### Close-up of the layout

The bar under the picture is 10 um long. Region (27, 8) to (67, 48) um. Cells in grey, sequential cells in the stronger grey; small squares are vias.
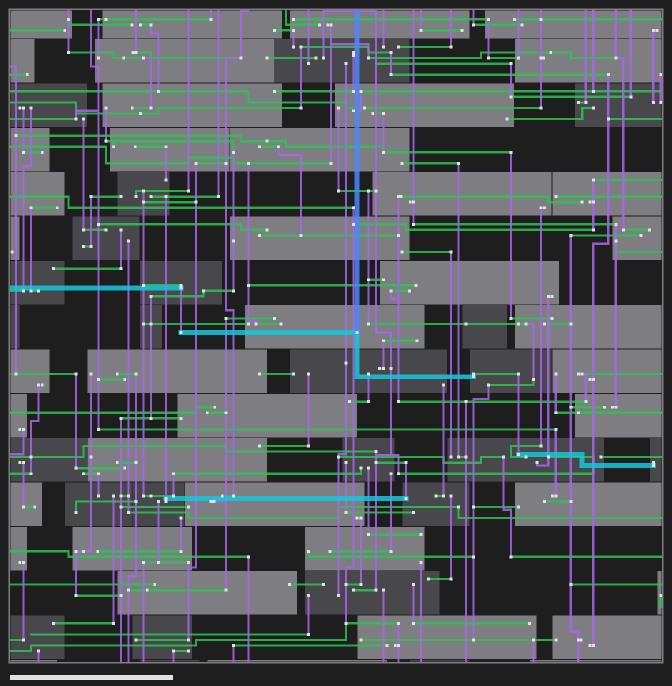
### M2 wires

The bar under the picture is 20 um long.
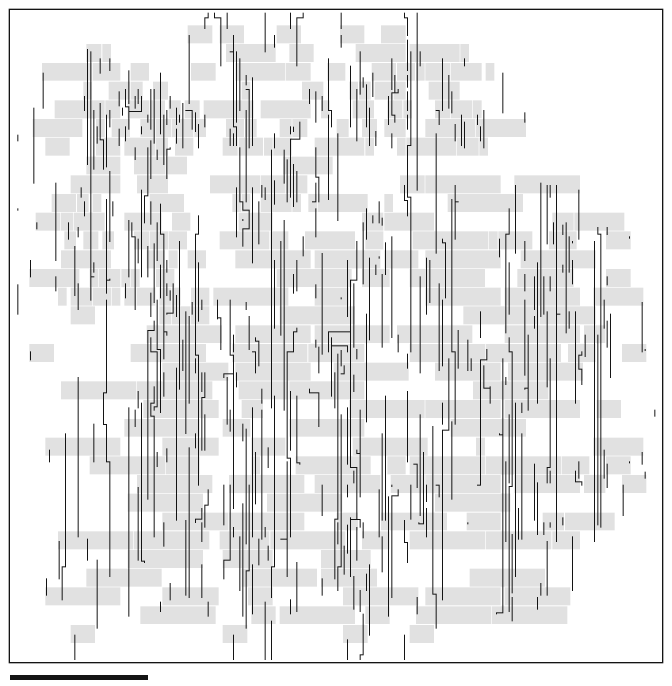
### Cell sizes after repair

The bar under the picture is 20 um long.
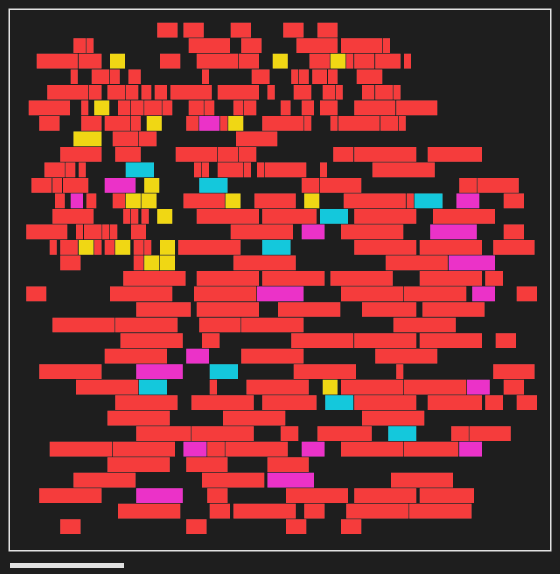
### Track usage over the die

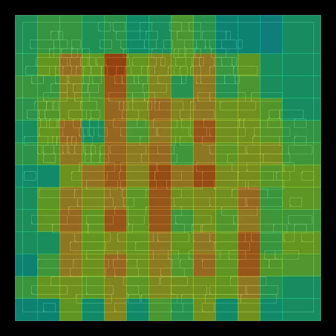
### The metal 1 layer

The bar under the picture is 20 um long. Supply wires on this layer in grey.
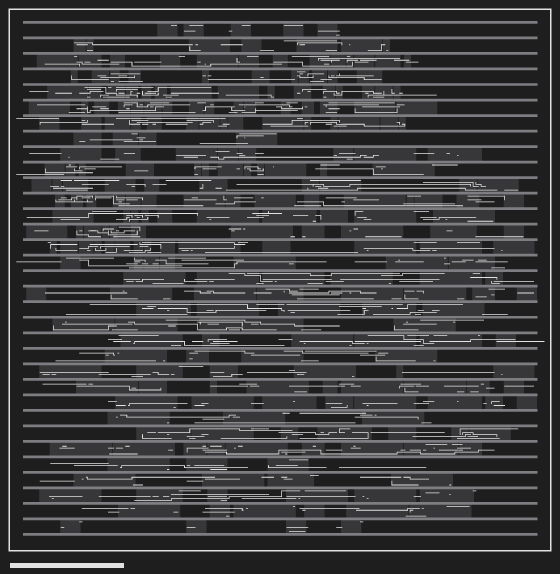
File: src/rtl/fir_sample_pacer.sv
// Sample pacer: buffers upstream samples in a FIFO and releases one every RATIO
// fast cycles as x with a strobe, an underflow flag and the slow sample clock.
module fir_sample_pacer #(
  parameter int DATA_W = 8,
  parameter int RATIO  = 25,
  parameter int DEPTH  = 8
) (
  input  logic                        clk,
  input  logic                        rst,
  input  logic                        enable,
  input  logic signed [DATA_W-1:0]    s_data,
  input  logic                        s_valid,
  output logic                        s_ready,
  output logic signed [DATA_W-1:0]    x,
  output logic                        x_stb,
  output logic                        clk_out,
  output logic                        underflow,
  output logic [$clog2(DEPTH+1)-1:0]  level
);

  localparam int PW  = (DEPTH > 1) ? $clog2(DEPTH) : 1;
  localparam int LW  = $clog2(DEPTH + 1);
  localparam int PHW = $clog2(RATIO);

  localparam logic [PHW-1:0] PH_LAST  = PHW'(RATIO - 1);
  localparam logic [PHW-1:0] PH_FALL  = PHW'(RATIO / 2 - 1);
  localparam logic [LW-1:0]  LVL_FULL = LW'(DEPTH);

  logic signed [DATA_W-1:0] mem_q [DEPTH];
  logic [PW-1:0]            wr_ptr_q, wr_ptr_d;
  logic [PW-1:0]            rd_ptr_q, rd_ptr_d;
  logic [LW-1:0]            level_q, level_d;
  logic [PHW-1:0]           phase_q, phase_d;
  logic signed [DATA_W-1:0] x_q, x_d;
  logic                     x_stb_q, x_stb_d;
  logic                     clk_out_q, clk_out_d;
  logic                     underflow_q, underflow_d;

  logic push, pop, tick, empty;

  // Full/empty come only from the registered level, so a pop never frees a slot
  // for a push in the same cycle.
  assign empty = (level_q == '0);
  assign push  = s_valid && (level_q != LVL_FULL);
  assign tick  = enable && (phase_q == PH_LAST);
  assign pop   = tick && !empty;

  always_comb begin
    wr_ptr_d    = wr_ptr_q;
    rd_ptr_d    = rd_ptr_q;
    level_d     = level_q;
    phase_d     = phase_q;
    x_d         = x_q;
    clk_out_d   = clk_out_q;
    x_stb_d     = tick;
    underflow_d = tick && empty;

    if (push) wr_ptr_d = wr_ptr_q + PW'(1);
    if (pop)  rd_ptr_d = rd_ptr_q + PW'(1);

    case ({push, pop})
      2'b10:   level_d = level_q + LW'(1);
      2'b01:   level_d = level_q - LW'(1);
      default: level_d = level_q;
    endcase

    if (enable) begin
      phase_d = (phase_q == PH_LAST) ? '0 : phase_q + PHW'(1);
      if (tick)                    clk_out_d = 1'b1;
      else if (phase_q == PH_FALL) clk_out_d = 1'b0;
    end

    // An empty FIFO at the tick is zero-stuffed rather than skipped.
    if (tick) x_d = empty ? '0 : mem_q[rd_ptr_q];
  end

  always_ff @(posedge clk) begin
    if (rst) begin
      wr_ptr_q    <= '0;
      rd_ptr_q    <= '0;
      level_q     <= '0;
      phase_q     <= '0;
      x_q         <= '0;
      x_stb_q     <= 1'b0;
      clk_out_q   <= 1'b0;
      underflow_q <= 1'b0;
    end else begin
      wr_ptr_q    <= wr_ptr_d;
      rd_ptr_q    <= rd_ptr_d;
      level_q     <= level_d;
      phase_q     <= phase_d;
      x_q         <= x_d;
      x_stb_q     <= x_stb_d;
      clk_out_q   <= clk_out_d;
      underflow_q <= underflow_d;
    end
  end

  always_ff @(posedge clk) begin
    if (push && !rst) mem_q[wr_ptr_q] <= s_data;
  end

  assign s_ready   = (level_q != LVL_FULL);
  assign x         = x_q;
  assign x_stb     = x_stb_q;
  assign clk_out   = clk_out_q;
  assign underflow = underflow_q;
  assign level     = level_q;

endmodule

File: config.mk
export PLATFORM = sky130hd
export DESIGN_NAME = fir_sample_pacer
export DESIGN_NICKNAME = d
export VERILOG_FILES = /design/src/rtl/fir_sample_pacer.sv
export SDC_FILE = /design/constraint.sdc
export NUM_CORES = 1
export LEC_CHECK = 0
export CORE_MARGIN = 2
export CORE_UTILIZATION = 45
export CTS_CLUSTER_DIAMETER = 30
export DETAILED_ROUTE_END_ITERATION = 7
export SLEW_MARGIN = 20
export SYNTH_ARGS = -nofsm -noshare
export SYNTH_HDL_FRONTEND = slang
export SYNTH_SLANG_ARGS = --single-unit
File: constraint.sdc
create_clock -name clk -period 2.7 [get_ports clk]
set_input_delay 0.405 -clock clk [delete_from_list [all_inputs] [get_ports clk]]
set_output_delay 0.405 -clock clk [all_outputs]
set_load 0.02 [all_outputs]
==> impl_metrics.csv <==
group,metric,value,unit
synth,synth_largest_type_area_fraction,51.96,%
detailed_routing,drt.antenna.violating_nets,0,
placed_design,routabilityCongestion,0.7839,
worst_setup_path,critical_path_arrival,2730,ps
die,die_width,94.66,um
cts,cts-hold-fix-buffers,0,
worst_setup_path,timing.setup.critical_path_class,"flip-flop to flip-flop",
synth,largest_area_cell,"edfxtp_1",
cts,maximum_number_of_buffers_from_clock_root_to_sink,2,
placed_design,io_buffer_count,27,
cts,clock_tree.htree_level_count,3,
die,initCoreUtil,45.70,%
run_status,run_status,"finished, final reports clean",
finish,fraction_of_layout_cells_with_a_size_suffix_above_1,16.54,%
grt,grt_pass1_wl,10500,um
sta,finalSetupViolCount,0,
worst_setup_path,required,2980,ps
sta,final_hold_viol_count,0,
cts,cts.repair_timing.setup_buffer_count,0,
synth,ys_cells,223,
cts,clock.latency.late_pin,350,ps
synth,enable_flop_cells,64,
synth,netlist_top_cells_count,"edfxtp_1, dfxtp_1, nor2_1, mux4_1, xor2_1",
detailed_routing,drt_iter0_markers,91,
die,ioPinCount,28,
placed_design,detailedPlacementHpwl,4040,um
synth,yosys.stat.seqShare,67.66,%
detailed_routing,vias_per_cell,5.167,
synth,mappedNetlistNets,242,
power,p_leak,1.488,nW
synth,synth-async-reset-ratio,0,%
finish,most_frequently_placed_logic_cell_in_the_final_layout,"edfxtp_1",
sta,slew_violations,0,
detailed_routing,drt_first_pass_iters,4,
die,chip_area,8961,um2
synth,ys_types,37,
cts,ctsResizeCount,0,
Notes on 'Close-up of the layout' above:
Green stands for metal 1. Cyan stands for metal 3. Purple stands for metal 2. Blue stands for metal 4.
Most frequent: edfxtp_1 (23). Netlist names of flops here include mem_q (23), x (3). 42 logic cells have their middle in the window. Sequential cells in the window: 26.

Notes on 'M2 wires' above:
The longest straight run is 51.7 um. The layer carries 3150 um of wire.
Routed WL: 6510 um
M2 GR Usage: 25.95%
total via count in the routed design: 1948

Notes on 'Cell sizes after repair' above:
Red stands for _0 and _1 cells, cells 227, share 83%. Yellow stands for _3 and _4 cells, cells 19, share 7.0%. Cyan stands for _6 and larger, cells 9, share 3.3%. Magenta stands for _2 cells, cells 17, share 6.3%.
non-clock buffer count: 43
final cell area excluding filler cells: 4318 um2
Final Worst Setup Slack: 248.1 ps
growth of design area from synthesis to finish: 16.75%

Notes on 'Track usage over the die' above:
GR peak layer: met2
global routing met3 resource utilization: 4.789%
post-route core utilization: 53.36%
mean routed wirelength per cell: 17.27 um

Notes on 'The metal 1 layer' above:
The layer carries 3080 um of wire. The layer holds 47% of the routed length. 266 nets have wire on it.
routing usage on met1: 22.10%

[final timing paths]
kind | cells after the start | slack, ps | endpoint | from
max | 10 | 250 | level[2] | level[0]
min | 1 | 490 | x[5] | x[5]
max reg2reg | 10 | 250 | level[2] | level[0]
min reg2reg | 1 | 490 | x[5] | x[5]
[power breakdown]
| part | switching, W | internal [W] | leakage, nW |
|---|---|---|---|
| clock | 0.000450 | 0.000323 | 0.0725 |
| combinational | 0.0000616 | 0.0000573 | 0.602 |
| sequential | 0.0000190 | 0.00154 | 0.813 |
| total | 0.000531 | 0.00192 | 1.49 |
[cell families (layout without fill, tap and decap cells)]
logic type	after synthesis	count (layout)	synth area share [%]
mux	28	28	14.31
simple gates	53	53	7.409
fa+ha+maj	7	7	2.368
flops	93	93	67.66
buf+inv	13	62	2.199
compound gates	18	18	3.451
xor+xnor	11	11	2.605
[cell type report]
| class | instances | share of cell area [%] |
|---|---|---|
| inverters | 3 | 0.2608 |
| multi-input cells | 117 | 26.05 |
| well taps | 105 | 3.043 |
| flip-flops and latches | 93 | 57.95 |
| clock buffers | 10 | 2.956 |
| clock inverters | 6 | 0.6955 |
| repair buffers | 43 | 9.041 |
[metrics by stage]
stage | cell area [um2] | total power (W) | instances | hold slack [ps]
2_1_floorplan | 3700 | 0.001654 | 223 | 484.7
3_3_place_gp | 4156 | 0.001713 | 361 | 460.6
3_5_place_dp | 4156 | 0.001714 | 361 | 468.9
4_1_cts | 4314 | 0.002479 | 377 | 489.1
5_1_grt | 4318 | 0.002556 | 377 | 511.6
6_report | 4318 | 0.002454 | 377 | 489.2
[state kept, by name (all words and copies together) (netlist names), named ones only]
name and cells:
clk_out 1, level 4, mem_q 64, phase_q 5, rd_ptr_q 3, underflow 1, wr_ptr_q 3, x 8
x_stb 1
Power and IR drop assume default switching activity.
